I/O pins on the die edge:
Drawn at 4 px/µm. Pins as bars across the die edge, other pins in grey.
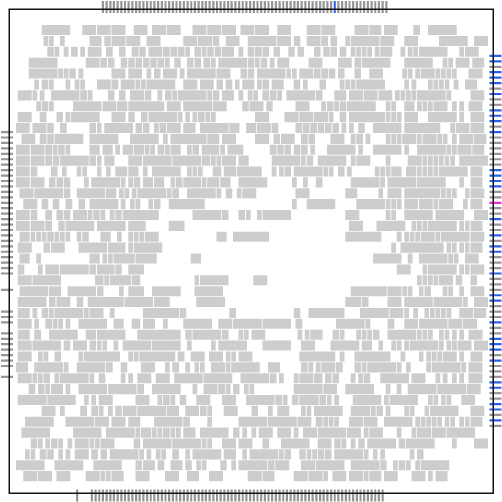
Routed metal, one colour a layer:
Drawn at 4 px/µm. Only two layers are drawn.
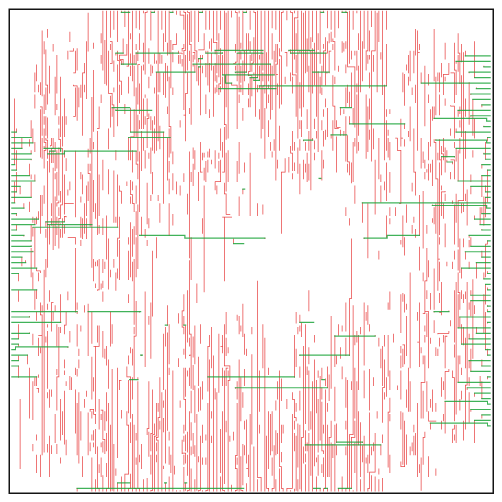
Nets reached from selected ports:
Drawn at 2 px/µm.
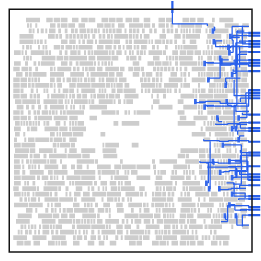
Placement view:
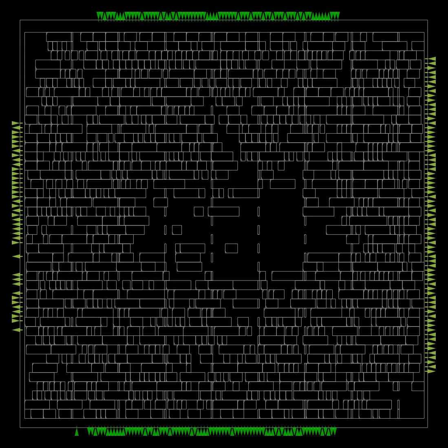
Cells by drive strength:
Drawn at 4 px/µm.
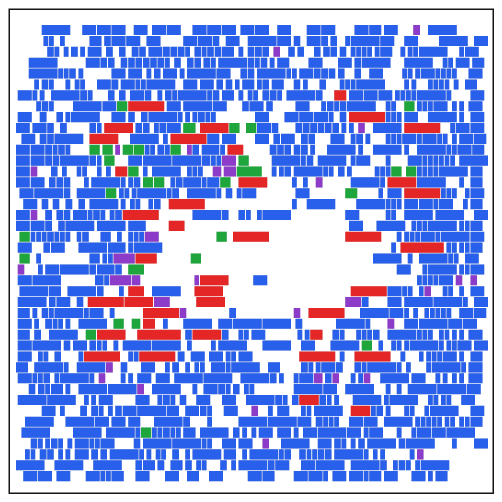
**src/rtl/mem_port_arbiter_pkg.sv**
```systemverilog
// mem_port_arbiter_pkg: shared types for the unified-memory I/D port arbiter.
package mem_port_arbiter_pkg;
    typedef enum logic [1:0] {IDLE, ISSUE, WAIT, DONE} arb_state_e;
    typedef enum logic [1:0] {OWN_NONE, OWN_I, OWN_D} arb_owner_e;

    function automatic int cnt_width(input int n);
        return $clog2(n + 1);
    endfunction
endpackage

```
**src/rtl/mem_port_arbiter_pick.sv**
```systemverilog
// arb_pick: data port wins unless fetch has lost MAX_WAIT arbitrations in a row.
module arb_pick
    import mem_port_arbiter_pkg::*;
#(
    parameter int MAX_WAIT = 4,
    parameter int WW       = 3
) (
    input  logic          i_ireq,
    input  logic          i_dreq,
    input  logic [WW-1:0] i_wait_cnt,
    output arb_owner_e    o_winner
);
    logic w_starve;

    assign w_starve = i_ireq && (i_wait_cnt == WW'(MAX_WAIT));
    assign o_winner = (i_dreq && !w_starve) ? OWN_D : i_ireq ? OWN_I : OWN_NONE;
endmodule

```
**src/rtl/mem_port_arbiter.sv**
```systemverilog
// mem_port_arbiter: shares one single-port synchronous memory between fetch (I) and data (D) ports.
module mem_port_arbiter
    import mem_port_arbiter_pkg::*;
#(
    parameter int LAT      = 2,
    parameter int MAX_WAIT = 4
) (
    input  logic        clk,
    input  logic        rst,
    input  logic        i_req,
    input  logic [31:0] i_addr,
    output logic [31:0] i_rdata,
    output logic        i_ready,
    input  logic        d_req,
    input  logic        d_we,
    input  logic [31:0] d_addr,
    input  logic [31:0] d_wdata,
    output logic [31:0] d_rdata,
    output logic        d_ready,
    output logic        mem_en,
    output logic        mem_we,
    output logic [31:0] mem_addr,
    output logic [31:0] mem_wdata,
    input  logic [31:0] mem_rdata,
    output logic        stall_f,
    output logic        stall_m
);
    localparam int CW = cnt_width(LAT);
    localparam int WW = cnt_width(MAX_WAIT);

    arb_state_e    r_state;
    arb_state_e    w_state_nxt;
    arb_owner_e    r_owner;
    arb_owner_e    w_winner;
    logic          r_we;
    logic [CW-1:0] r_cnt;
    logic [WW-1:0] r_wait_cnt;
    logic          w_grant;
    logic          w_grant_d;
    logic          w_cnt_done;

    arb_pick #(.MAX_WAIT(MAX_WAIT), .WW(WW)) u_pick (
        .i_ireq     (i_req),
        .i_dreq     (d_req),
        .i_wait_cnt (r_wait_cnt),
        .o_winner   (w_winner)
    );

    assign w_grant    = (r_state == IDLE) && (w_winner != OWN_NONE);
    assign w_grant_d  = w_winner == OWN_D;
    assign w_cnt_done = r_cnt == CW'(LAT);
    assign stall_f    = i_req & ~i_ready;
    assign stall_m    = d_req & ~d_ready;

    always_comb begin
        w_state_nxt = r_state;
        case (r_state)
            IDLE:    w_state_nxt = w_grant ? ISSUE : IDLE;
            ISSUE:   w_state_nxt = r_we ? DONE : WAIT;
            WAIT:    w_state_nxt = w_cnt_done ? DONE : WAIT;
            default: w_state_nxt = IDLE;
        endcase
    end

    always_ff @(posedge clk) begin
        if (rst)
            r_state <= IDLE;
        else
            r_state <= w_state_nxt;
    end

    // Strobes default low each cycle so mem_en and ready pulses last exactly one cycle.
    always_ff @(posedge clk) begin
        if (rst) begin
            r_owner    <= OWN_NONE;
            r_we       <= 1'b0;
            r_cnt      <= '0;
            r_wait_cnt <= '0;
            mem_en     <= 1'b0;
            mem_we     <= 1'b0;
            mem_addr   <= '0;
            mem_wdata  <= '0;
            i_rdata    <= '0;
            d_rdata    <= '0;
            i_ready    <= 1'b0;
            d_ready    <= 1'b0;
        end else begin
            mem_en  <= 1'b0;
            mem_we  <= 1'b0;
            i_ready <= 1'b0;
            d_ready <= 1'b0;
            case (r_state)
                IDLE: begin
                    if (w_grant) begin
                        r_owner   <= w_winner;
                        r_we      <= w_grant_d && d_we;
                        mem_en    <= 1'b1;
                        mem_we    <= w_grant_d && d_we;
                        mem_addr  <= w_grant_d ? d_addr : i_addr;
                        mem_wdata <= w_grant_d ? d_wdata : mem_wdata;
                        if (!w_grant_d)
                            r_wait_cnt <= '0;
                        else if (i_req && r_wait_cnt != WW'(MAX_WAIT))
                            r_wait_cnt <= r_wait_cnt + WW'(1);
                    end
                end
                ISSUE: begin
                    r_cnt   <= CW'(1);
                    d_ready <= r_we;
                end
                WAIT: begin
                    r_cnt <= r_cnt + CW'(1);
                    if (w_cnt_done) begin
                        if (r_owner == OWN_I) begin
                            i_rdata <= mem_rdata;
                            i_ready <= 1'b1;
                        end else begin
                            d_rdata <= mem_rdata;
                            d_ready <= 1'b1;
                        end
                    end
                end
                default: r_owner <= OWN_NONE;
            endcase
        end
    end
endmodule

```
**config.mk**
```make
export PLATFORM = sky130hd
export DESIGN_NAME = mem_port_arbiter
export DESIGN_NICKNAME = d
export VERILOG_FILES = /design/src/rtl/mem_port_arbiter_pkg.sv /design/src/rtl/mem_port_arbiter_pick.sv /design/src/rtl/mem_port_arbiter.sv
export SDC_FILE = /design/constraint.sdc
export NUM_CORES = 1
export LEC_CHECK = 0
export ABC_AREA = 1
export CORE_UTILIZATION = 42
export DETAILED_ROUTE_END_ITERATION = 10
export PLACE_DENSITY = 0.82
export SLEW_MARGIN = 20
export SYNTH_ARGS = -nofsm -noshare
export SYNTH_HDL_FRONTEND = slang
export SYNTH_SLANG_ARGS = --single-unit
```
**constraint.sdc**
```tcl
create_clock -name clk -period 1.6 [get_ports clk]
set_clock_uncertainty 0.1 [all_clocks]
set_input_delay 0.32 -clock clk [delete_from_list [all_inputs] [get_ports clk]]
set_output_delay 0.32 -clock clk [all_outputs]
set_load 0.03 [all_outputs]
```
==> out/results.tsv <==
metric	value	unit
placed_area	8920	µm²
synth_nets	984	
fp.coreArea	13500	µm²
logic_family	simple AND/OR/NAND/NOR gates	
xor_area_frac	0.00148	
worstHoldPathCells	1	
hold_viol	0	
worst_ir_drop_vdd	0.658	mV
drt-total-wl	17600	µm
drc_errors	0	
ys_types	25	
via_per_inst	4.72	
hold_end	r_cnt[0]	
ys.flops	142	
htreeDepth	4	
drv_cap	0	
synthCells	844	
gp_congestion	0.813	
slowest_stage	dlygate4sd2_1	
dpl.hpwl	12700	µm
async_flop_share	0	
yosysChipArea	5910	µm²
grt_util_all_layers	0.243	
min_period	1.58	ns
comb_area	2400	µm²
num-nets-final	1251	
rows	42	
post_cts_resized	162	
clock_latency	0.40	ns
synthAoiAreaFrac	0.0927	
required	1.18	ns
clockBufferDepth	2	
overflow	0	
setup_viol	0	
utilization	0.697	
clockRootBuffer	clkbuf_16	
warnings	31	
rsz0062_at_grt	true	
first_pass_iters	5	
status	completed	
hold_slack	0.365	ns
end_kind	output pin	
cts.hold.buffers_added	0	
grt_max_degree	50	
antenna_found_initial	0	
path_delay_family	buffers and inverters	
yosys_warnings	0	
path_class	flop to output pin	
drtAntennaViolNets	0	
worstMarginPinSlew	0.353	ns
die_x	121	µm
top_cell	nor2_1	
crit_start	mem_wdata[2]	
seqCellArea	2840	µm²
yosys.area_share.adder	0.0148	
yosys-top-cells-count	nor2_1, dfxtp_1, nand2_1	
topCellsByArea	dfxtp_1, nor2_1, nand3_1, nand2_1, inv_1	
ios	267	
vias	6139	
numCtsBuffers	17	
Back to the opening pictures, 'I/O pins on the die edge':
magenta -> mem_we  # pins 1, direction output, edge right
blue -> d_wdata  # pins 32, direction input, edge 31 right, 1 top
all pins by edge = 81 bottom, 78 top, 69 right, 39 left

Back to the opening pictures, 'routed metal, one colour a layer':
red -> met2  # wire length 8670 µm
green -> met3  # wire length 1020 µm

Back to the opening pictures, 'nets reached from selected ports':
blue -> d_wdata  # direction input, edge 31 right, 1 top, end cells 32, wire 852 µm

Back to the opening pictures, 'placement view':
num sequential: 142
FILL cells: 1105
number of tapcells: 176

Back to the opening pictures, 'cells by drive strength':
purple -> drive 2  # cells 34, share 3.0%
green -> drive 3 to 4  # cells 31, share 2.8%
blue -> drive 1 or less  # cells 1019, share 91%
red -> drive 6 and up  # cells 40, share 3.6%

layout make-up:
| class | count | area share |
|---|---|---|
| Multi-Input combinational cell | 538 | 0.256 |
| Tap cell | 176 | 0.0234 |
| Inverter | 112 | 0.0449 |
| Clock inverter | 13 | 0.0164 |
| Clock buffer | 19 | 0.0481 |
| Timing Repair Buffer | 300 | 0.310 |
| Sequential cell | 142 | 0.302 |
power by group:
group,total [mW],internal [mW],switching [mW]
Sequential,4.03,3.87,0.169
Combinational,2.71,1.11,1.60
Clock,3.99,2.41,1.58
registers in the layout (all words and copies together), names as in the netlist, 2 cells and up:
register    flops
r_state         2
mem_addr       32
d_rdata        32
r_wait_cnt      3
i_rdata        32
mem_wdata      32
r_cnt           2
r_owner         2
Power is estimated from default activity; no workload was simulated.
